`config.mk`:
```
export PLATFORM = sky130hd
export DESIGN_NAME = sel_descrambler_deser
export DESIGN_NICKNAME = d
export VERILOG_FILES = /design/src/rtl/sel_lock_pkg.sv /design/src/rtl/sel_key_checker.sv /design/src/rtl/sel_descrambler_deser.sv
export SDC_FILE = /design/constraint.sdc
export NUM_CORES = 1
export LEC_CHECK = 0
export ABC_AREA = 1
export CORE_UTILIZATION = 61
export CTS_CLUSTER_DIAMETER = 150
export DETAILED_ROUTE_END_ITERATION = 10
export GPL_TIMING_DRIVEN = 0
export PLACE_DENSITY_LB_ADDON = 0.08
export SLEW_MARGIN = 30
export SYNTH_ARGS = -nofsm -noshare
export SYNTH_HDL_FRONTEND = slang
export SYNTH_SLANG_ARGS = --single-unit
```
`constraint.sdc`:
```
create_clock -name clk -period 2.53 [get_ports clk]
set_input_delay 0.3795 -clock clk [delete_from_list [all_inputs] [get_ports clk]]
set_output_delay 0.3795 -clock clk [all_outputs]
set_load 0.03 [all_outputs]
```
`src/rtl/sel_lock_pkg.sv`:
```
// Shared definitions for the keyed select scrambler and descrambler.
// Both ends import this package so the key layout stays identical:
//   LANES  - number of lanes (2**SEL_W)
//   SEL_W  - width of one select code / key entry
//   KEY_W  - packed key width, entry k at key[k*SEL_W +: SEL_W]
// Also provides the key entry type, an entry extraction helper and the
// receive-side state enum.
package sel_lock_pkg;

  localparam int LANES = 8;
  localparam int SEL_W = 3;
  localparam int KEY_W = LANES * SEL_W;

  typedef logic [SEL_W-1:0] key_entry_t;

  typedef enum logic [1:0] {
    NOKEY   = 2'd0,
    COLLECT = 2'd1,
    HOLD    = 2'd2
  } state_t;

  // Entry k is the destination lane of the k-th bit of a serial word.
  function automatic key_entry_t key_entry(input logic [KEY_W-1:0] key,
                                           input logic [SEL_W-1:0] k);
    return key[k*SEL_W +: SEL_W];
  endfunction

endpackage

```
`src/rtl/sel_key_checker.sv`:
```
// Combinational key validity check.
// A key is a valid permutation when all LANES entries are pairwise distinct.
// Ports:
//   key          in  KEY_W  packed key under test
//   all_distinct out 1      1 when no two entries are equal
module sel_key_checker
  import sel_lock_pkg::*;
(
  input  logic [KEY_W-1:0] key,
  output logic             all_distinct
);

  always_comb begin
    all_distinct = 1'b1;
    for (int i = 0; i < LANES; i++) begin
      for (int j = i + 1; j < LANES; j++) begin
        if (key_entry(key, SEL_W'(i)) == key_entry(key, SEL_W'(j))) begin
          all_distinct = 1'b0;
        end
      end
    end
  end

endmodule

```
`src/rtl/sel_descrambler_deser.sv`:
```
// Receive-side descrambler/deserialiser for the keyed 8:1 select mux.
// Each accepted serial bit k of a word is written to lane key[k]; after
// LANES accepted bits the assembled word is presented on a valid/ready
// output one cycle later.
//
// state   | meaning
// --------+---------------------------------------------
// NOKEY   | no valid key loaded, input is refused
// COLLECT | accepting serial bits of the current word
// HOLD    | completed word waiting for the consumer
//
// Ports:
//   clk        in   1      system clock, rising edge
//   rst_n      in   1      asynchronous active-low reset
//   key_load   in   1      strobe capturing key_in (wins over data events)
//   key_in     in   KEY_W  permutation key
//   key_ok     out  1      loaded key is a valid permutation
//   key_err    out  1      last loaded key had a duplicate entry
//   in_valid   in   1      serial bit present
//   in_bit     in   1      serial data bit
//   in_ready   out  1      in_bit accepted this cycle
//   out_valid  out  1      assembled word available
//   out_data   out  LANES  assembled word, lane-ordered
//   out_ready  in   1      downstream accepts out_data
module sel_descrambler_deser
  import sel_lock_pkg::*;
(
  input  logic             clk,
  input  logic             rst_n,
  input  logic             key_load,
  input  logic [KEY_W-1:0] key_in,
  output logic             key_ok,
  output logic             key_err,
  input  logic             in_valid,
  input  logic             in_bit,
  output logic             in_ready,
  output logic             out_valid,
  output logic [LANES-1:0] out_data,
  input  logic             out_ready
);

  state_t           state, state_nxt;
  logic [KEY_W-1:0] key_q;
  logic [SEL_W-1:0] cnt, cnt_nxt;
  logic [LANES-1:0] word, word_nxt;
  logic [LANES-1:0] out_data_nxt;
  logic             out_valid_nxt;
  logic             key_ok_nxt, key_err_nxt;
  logic             key_valid;
  logic             accept;
  logic             last_bit;
  key_entry_t       lane;

  sel_key_checker u_key_checker (
    .key          (key_in),
    .all_distinct (key_valid)
  );

  // The next word's first bit may enter in the same cycle the held word
  // leaves, which keeps throughput at one word per LANES cycles.
  assign in_ready = key_ok & (~out_valid | out_ready) & ~key_load;
  assign accept   = in_valid & in_ready;
  assign last_bit = (cnt == SEL_W'(LANES - 1));
  assign lane     = key_entry(key_q, cnt);

  always_comb begin
    state_nxt     = state;
    cnt_nxt       = cnt;
    word_nxt      = word;
    out_valid_nxt = out_valid;
    out_data_nxt  = out_data;
    key_ok_nxt    = key_ok;
    key_err_nxt   = key_err;

    if (key_load) begin
      // New key discards any partial or held word.
      key_ok_nxt    = key_valid;
      key_err_nxt   = ~key_valid;
      cnt_nxt       = '0;
      word_nxt      = '0;
      out_valid_nxt = 1'b0;
      state_nxt     = key_valid ? COLLECT : NOKEY;
    end else begin
      if (out_valid && out_ready) begin
        out_valid_nxt = 1'b0;
        if (state == HOLD) begin
          state_nxt = COLLECT;
        end
      end
      if (accept) begin
        // Start every word from zero so no lane carries stale data.
        if (cnt == '0) begin
          word_nxt = '0;
        end
        word_nxt[lane] = in_bit;
        if (last_bit) begin
          cnt_nxt       = '0;
          out_data_nxt  = word_nxt;
          out_valid_nxt = 1'b1;
          state_nxt     = HOLD;
        end else begin
          cnt_nxt = cnt + 1'b1;
        end
      end
    end
  end

  always_ff @(posedge clk or negedge rst_n) begin
    if (!rst_n) begin
      state     <= NOKEY;
      key_q     <= '0;
      key_ok    <= 1'b0;
      key_err   <= 1'b0;
      cnt       <= '0;
      word      <= '0;
      out_valid <= 1'b0;
      out_data  <= '0;
    end else begin
      state     <= state_nxt;
      key_ok    <= key_ok_nxt;
      key_err   <= key_err_nxt;
      cnt       <= cnt_nxt;
      word      <= word_nxt;
      out_valid <= out_valid_nxt;
      out_data  <= out_data_nxt;
      if (key_load) begin
        key_q <= key_in;
      end
    end
  end

endmodule
```
==> run summary <==
run metrics: Starting DRT DRC Count=364, Dominant flop cell=dfrtp_1, Multiplexer share=0, register share of total power=0.448, final wirelength=10400 µm, Arr. time, crit path=1.95 ns, worst r2r src=cnt[0], Critical Path End Type=primary output, number of buffers added on ports=18, CTS tree=done, P_comb=0.467 mW, Largest Pwr Group=sequential cells, CTS clk-pin slew, worst paths=0.09 ns, CTS root buf=clkbuf_8, top-count cell post-synth=nand2_1, Top area cell types=dfrtp_1, nand2_1, nand3_1, CTS Hold Buffers Added=0, dpl ws=0.224 ns, row count=27, initial antenna violation count=0, Die Width=79.2 µm, final hold slack=0.0522 ns, sequential share of cell area=0.288, GRT Max-Usage Layer=met2, syn_area_per_cell=about 6 µm², sequential power=around 0.8 mW, post-CTS sizing=0, AND/OR/NAND/NOR Cells, Area Fraction=0.440, vias=3908, Post-synth top cells=nand2_1, nand3_1, inv_1, outcome=completed, cts bufs inserted=5, share of cells above drive strength 1=0.0795, Adder Area Share=0.0103, Comb power frac=0.267, routed wl met2=4500 µm, Cell Pwr Density=437 nW/µm², Post-synth seq share=0.317, Synth area leader=dfrtp_1, Syn Nets=between 600 and 700, number of setup violations in the final report=0, Max Slew Vio Count=0, Final Wtd Congestion=around 1.0, mapped cell area=3630 µm², #MultiIn Comb=461, Seq cells post-synth=46, Die Y=a little under 80 µm, most frequent cells in the layout=nand2_1, nand3_1, inv_1, dfrtp_1, o21ai_0, tap cell count=72, total chip power=1.75 mW, clock skew=0.00896 ns, yosys aoi share=0.0523, logic share of the area=0.520, diodes inserted=0, maximum vdd drop=0.000285 V, Met1 Wirelength=approximately 4400 µm, Area leader share=0.317, Fmax=429 MHz, final setup margin=0.196 ns, area delta synth->final=10.1%
-- through the flow --
step / setup TNS [ns] / area [µm²]
2_1_floorplan: 0 / 3630
3_3_place_gp: -5.64 / 3900
3_5_place_dp: 0 / 3900
4_1_cts: 0 / 4000
5_1_grt: 0 / 4000
6_report: 0 / 4000
-- flip-flops by register name (all words and copies together), names as in the netlist --
register,flops
key_q,24
out_data,8
word,8
cnt,3
key_err,1
key_ok,1
out_valid,1
-- worst reg2reg max path: stages, from the launching register on --
cell and delay (ns):
dfrtp_1 0.45, buf_4 0.20, nand2_1 0.08, nand3_1 0.12, nand2_1 0.09, nand2_1 0.05
nand2_1 0.25, nand3_1 0.13, nand2_1 0.09, nand3_1 0.12, nand2_1 0.09
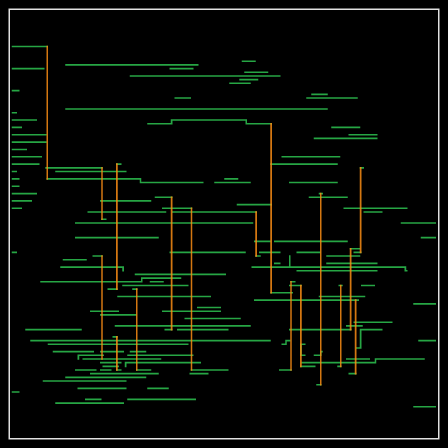
(signal wires by layer)
Two of the layers only.
[met4] orange | wire length: 317 µm
[met3] green | wire length: 1100 µm

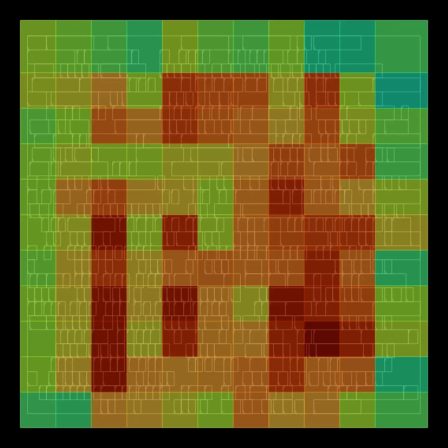
(routing congestion)
GR Layer Usage met3: 0.0655
GR Layer Usage met2: 0.542
M1 GR Usage: 0.489
Tot GR Track Use: 0.354
Core Util, Final: 0.713

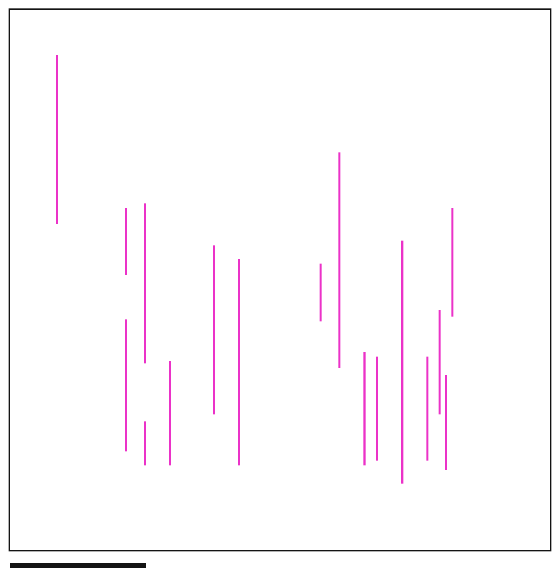
(M4 wires)
Scale bar: 20 µm.
nets with wire on the layer: 17
share of all routed wire: 3.1%
longest straight run: 35.4 µm
wire length on this layer: 317 µm

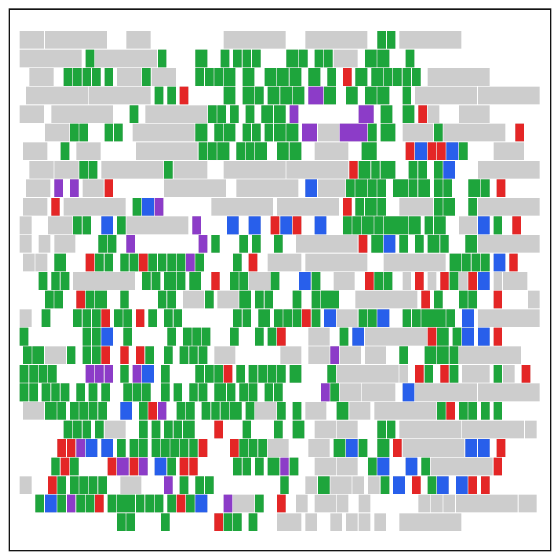
(gate-type map)
[inverters] red | cells: 64 | where: all over the die
[NOR gates] purple | cells: 26
[inverting AOI/OAI gates] blue | cells: 38
[NAND gates] green | cells: 365 | where: all over the die

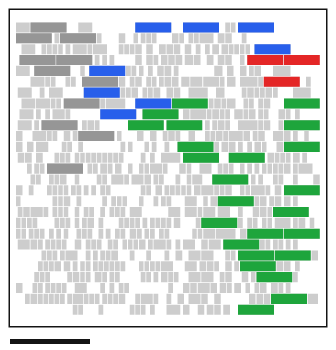
(where the registers sit)
Scale bar: 20 µm.
[`word`] blue | flops: 8
[`cnt`] red | flops: 3
[`key_q`] green | flops: 24

Power is estimated from default activity; no workload was simulated.
